run_1/final_clocks.png
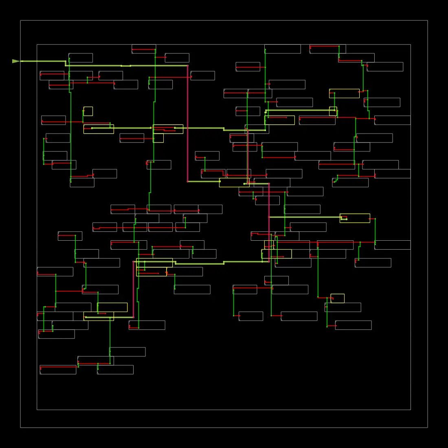
run_1/met2.png
Drawn at 3 px/um.
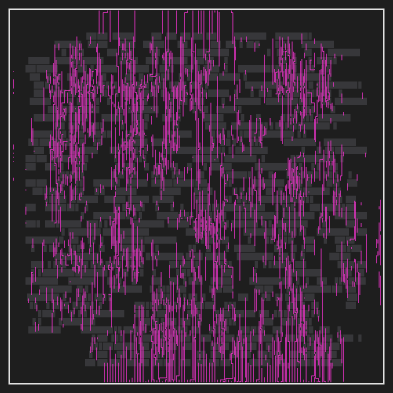
run_1/pins.png
Drawn at 2 px/um. Pins as bars across the die edge, other pins in grey.
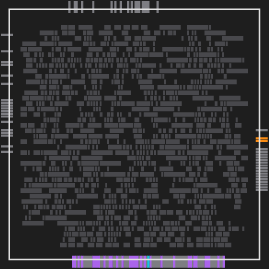
--- src/rtl/cpu_run_ctrl.sv ---
// Run/halt/single-step controller for the single-cycle RV32I core.
// Conditions three push-buttons, gates the core through cpu_en, stops on a
// PC breakpoint or an EBREAK, and counts retired instructions.
`timescale 1ns/1ps
module cpu_run_ctrl #(
  parameter logic [15:0] DEBOUNCE_CYCLES = 16'd50000,
  parameter int          CNT_W           = 16
) (
  input  logic        clk,
  input  logic        rst,
  input  logic        btn_run,
  input  logic        btn_step,
  input  logic        btn_halt,
  input  logic        bp_en,
  input  logic [31:0] bp_addr,
  input  logic [31:0] pc,
  input  logic [31:0] instruction,
  output logic        cpu_en,
  output logic [1:0]  state,
  output logic        bp_hit,
  output logic        ebreak_hit,
  output logic [31:0] retired_cnt
);

  localparam logic [31:0]      EBREAK_INSN = 32'h0010_0073;
  localparam logic [CNT_W-1:0] CNT_LAST    = CNT_W'(DEBOUNCE_CYCLES - 16'd1);

  typedef enum logic [1:0] {
    ST_HALT  = 2'd0,
    ST_RUN   = 2'd1,
    ST_STEP  = 2'd2,
    ST_BREAK = 2'd3
  } state_t;

  state_t cur_state, next_state;

  // Button vectors use bit 0 = run, bit 1 = step, bit 2 = halt.
  logic [2:0]       btn_raw, sync1, sync2, deb, deb_q, pulse;
  logic [CNT_W-1:0] deb_cnt [3];
  logic             run_p, step_p, halt_p;
  logic             bp_match, ebreak_match, stop, skip;

  assign btn_raw = {btn_halt, btn_step, btn_run};
  assign pulse   = deb & ~deb_q;
  assign run_p   = pulse[0];
  assign step_p  = pulse[1];
  assign halt_p  = pulse[2];

  // Synchronize each button, then accept a new level only after the
  // synchronized level has disagreed with the accepted one for
  // DEBOUNCE_CYCLES consecutive cycles; any agreement restarts the count.
  always_ff @(posedge clk) begin
    if (rst) begin
      sync1 <= '0;
      sync2 <= '0;
      deb   <= '0;
      deb_q <= '0;
      for (int i = 0; i < 3; i++) deb_cnt[i] <= '0;
    end else begin
      sync1 <= btn_raw;
      sync2 <= sync1;
      deb_q <= deb;
      for (int i = 0; i < 3; i++) begin
        if (sync2[i] == deb[i]) begin
          deb_cnt[i] <= '0;
        end else if (deb_cnt[i] == CNT_LAST) begin
          deb[i]     <= sync2[i];
          deb_cnt[i] <= '0;
        end else begin
          deb_cnt[i] <= deb_cnt[i] + CNT_W'(1);
        end
      end
    end
  end

  // A stop is suppressed while skip is set so the core can step past the
  // instruction it last stopped on.
  assign bp_match     = bp_en && (pc == bp_addr);
  assign ebreak_match = (instruction == EBREAK_INSN);
  assign stop         = ~skip & (bp_match | ebreak_match);
  assign cpu_en       = ((cur_state == ST_RUN) & ~stop) | (cur_state == ST_STEP);
  assign state        = cur_state;

  // State register.
  always_ff @(posedge clk) begin
    if (rst) cur_state <= ST_HALT;
    else     cur_state <= next_state;
  end

  // Next-state logic; coincident pulses resolve halt > step > run.
  always_comb begin
    next_state = cur_state;
    case (cur_state)
      ST_RUN: begin
        if (halt_p)    next_state = ST_HALT;
        else if (stop) next_state = ST_BREAK;
      end
      ST_STEP: next_state = ST_HALT;
      default: begin
        if (halt_p)      next_state = ST_HALT;
        else if (step_p) next_state = ST_STEP;
        else if (run_p)  next_state = ST_RUN;
      end
    endcase
  end

  // Sticky stop-cause flags: record the cause on entry to BREAK, clear on
  // any run or step request.
  always_ff @(posedge clk) begin
    if (rst) begin
      bp_hit     <= 1'b0;
      ebreak_hit <= 1'b0;
    end else if ((cur_state == ST_RUN) && !halt_p && stop) begin
      bp_hit     <= bp_match;
      ebreak_hit <= ebreak_match;
    end else if (run_p || step_p) begin
      bp_hit     <= 1'b0;
      ebreak_hit <= 1'b0;
    end
  end

  // Skip is armed when leaving BREAK for RUN or STEP and disarmed once the
  // core has advanced by one instruction (or on a halt request).
  always_ff @(posedge clk) begin
    if (rst) begin
      skip <= 1'b0;
    end else if ((cur_state == ST_BREAK) &&
                 ((next_state == ST_RUN) || (next_state == ST_STEP))) begin
      skip <= 1'b1;
    end else if (cpu_en || halt_p) begin
      skip <= 1'b0;
    end
  end

  // Retired-instruction counter; wraps silently.
  always_ff @(posedge clk) begin
    if (rst)         retired_cnt <= '0;
    else if (cpu_en) retired_cnt <= retired_cnt + 32'd1;
  end

endmodule

--- config.mk ---
export PLATFORM = sky130hd
export DESIGN_NAME = cpu_run_ctrl
export DESIGN_NICKNAME = d
export VERILOG_FILES = /design/src/rtl/cpu_run_ctrl.sv
export SDC_FILE = /design/constraint.sdc
export NUM_CORES = 1
export LEC_CHECK = 0
export ABC_AREA = 1
export CAP_MARGIN = 0
export CORE_MARGIN = 5
export CORE_UTILIZATION = 44
export CTS_CLUSTER_SIZE = 10
export DETAILED_ROUTE_END_ITERATION = 8
export PLACE_DENSITY_LB_ADDON = 0.05
export SYNTH_ARGS = -nofsm -noshare
export SYNTH_HDL_FRONTEND = slang
export SYNTH_SLANG_ARGS = --single-unit
--- constraint.sdc ---
create_clock -name clk -period 3.95 [get_ports clk]
set_clock_uncertainty 0.2 [all_clocks]
set_input_delay 0.395 -clock clk [delete_from_list [all_inputs] [get_ports clk]]
set_output_delay 0.395 -clock clk [all_outputs]
set_load 0.05 [all_outputs]
==> flow_summary.ini, run 1 <==
; flow metrics
[power_and_ir_drop]
comb_power_share = 0.094
power.switching_w = 0.000517
p_comb_w = 0.000211
pg_seq_w = 0.00110

[clock_network]
cts.clk_slew.worst_paths_ns = 0.06
cts.path.max_buffers = 2
ctsHoldBuffers = 0
htreeDepth = 3
cts_tree = done

[worst_setup_path]
worstSetupStartpoint = bp_addr[0]
critPathArrivalTime_ns = 2.57
crit_chain = clkdlybuf4s50_1 > inv_1 > nand2_1 > nand3_1 > nor2_1 > nand3_1 > nor2_1 > nand3_1 > nand2_1 > nand2_1 > nand2_2 > nand2_4 > clkdlybuf4s50_1
crit_required_ns = 3.36
r2r_end = deb_cnt[1][14]
r2r_slack_ns = 1.58

[layout]
n_all_buffers = 141
logic_area_mm2 = 0.00298
fillCellCount = 1208
seq_area_frac = 0.310
regArea_mm2 = 0.00242
flop-count = 97
drive_above_1_share = 0.0607
logic_gates = 595
diodes = 0

[drt]
via_per_inst = 4.88
wirelength_um = 14500
wl_met3_um = 755
ant_nets = 0

[logic_synthesis]
ys_ff = 97
mux_share = 0
async_reset_ff_frac = 0
syn_area_per_cell_um2 = 7.37
flop_cell = dfxtp_1
synth_top_cell_by_area = edfxtp_1
ys_top_logic_family = simple AND/OR/NAND/NOR gates

[outcome]
status = finished clean

[final_timing]
fin_tns_setup_ns = 0
slew_headroom = 0.542

[run]
max_cap_violations = 0
tool_warnings = 28

[placed_design]
dpl.cell_count = 1128
place_congestion = 0.947

[die]
initCoreUtil = 0.452
die_w_um = 124

[global_routing]
grtUsageTotal = 0.188
grt-busiest-layer = met2
## Picture notes: final_clocks.png
CLK BUF: 10
clock network power: 0.000945 W

## Picture notes: met2.png
main direction: vertical
longest straight run: 40.1 um

## Picture notes: pins.png
| port | colour | pins | direction | edge |
|---|---|---|---|---|
| `state` | orange | 2 | output | right |
| `ebreak_hit` | cyan | 1 | output | bottom |
| `bp_addr` | purple | 32 | input | bottom |
all pins by edge: 83 bottom, 19 left, 19 right, 18 top

## Run 2: what changed since run 1
==> constraint.sdc (replaced) <==
create_clock -name clk -period 2.7 [get_ports clk]
set_clock_uncertainty 0.2 [all_clocks]
set_input_delay 0.27 -clock clk [delete_from_list [all_inputs] [get_ports clk]]
set_output_delay 0.27 -clock clk [all_outputs]
set_load 0.05 [all_outputs]
run_2/clock_map.png
Drawn at 4 px/um.
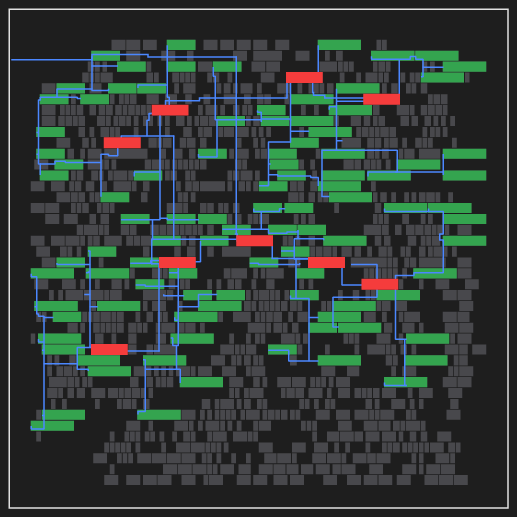
[flip-flops] green | count: 97
[cells driving clock nets] red | count: 9
[clock wires] blue | length: 1240 um
routed clock nets: 10

==> run 2 against run 1 <==
Routed wire length is 0.61% higher. First-iteration DRC count is 14% lower. Clock-buffer cell count is 3 higher. Worst hold slack better by 0.00081 ns. Critical endpoint unchanged. Largest cell class unchanged.
==> flow_summary.ini, run 2 <==
; flow metrics
[outcome]
status = finished clean

[layout]
regArea_mm2 = 0.00242
logic_area_mm2 = 0.00298
nClkBuffers = 13
n_all_buffers = 144
logic_gates = 595
fillCellCount = 1206
seq_area_frac = 0.308

[global_routing]
grtUsageTotal = 0.187
grt-busiest-layer = met2

[worst_setup_path]
crit_chain = clkdlybuf4s50_1 > inv_1 > nand2_1 > nand2_1 > inv_1 > nand2_1 > nor2_1 > nand2_1 > nor2_1 > nand3_1 > nand2_1 > nand2_2 > nand2_2 > nand2_4 > buf_12 > buf_12
crit_required_ns = 2.23
r2r_slack_ns = 0.30
critPathArrivalTime_ns = 2.05

[run]
tool_warnings = 28

[logic_synthesis]
syn_area_per_cell_um2 = 7.37
synth_top_cell_by_area = edfxtp_1
async_reset_ff_frac = 0
mux_share = 0
netlist_area_mm2 = 0.00575
flop_cell = dfxtp_1
ys_top_logic_family = simple AND/OR/NAND/NOR gates

[power_and_ir_drop]
power.switching_w = 0.000706
pg_seq_w = 0.00161
p_comb_w = 0.000312

[drt]
wirelength_um = 14600
wl_met3_um = 575
via_per_inst = 4.87
ant_nets = 0

[placed_design]
dpl.cell_count = 1131
place_congestion = 0.930

[final_timing]
slew_headroom = 0.614

[clock_network]
htreeDepth = 3
cts.path.max_buffers = 2
cts_tree = done
run_2/final_clocks.png
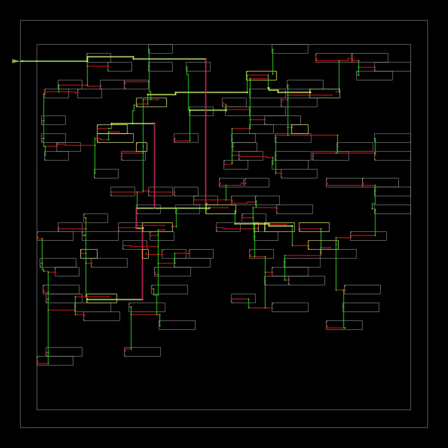
Sink Count: 97
clock network power: 0.00137 W
Worst-Skew Late Latency: 0.35 ns
TritonCTS Buffers: 9
Flops: 97

Power and IR drop assume default switching activity.
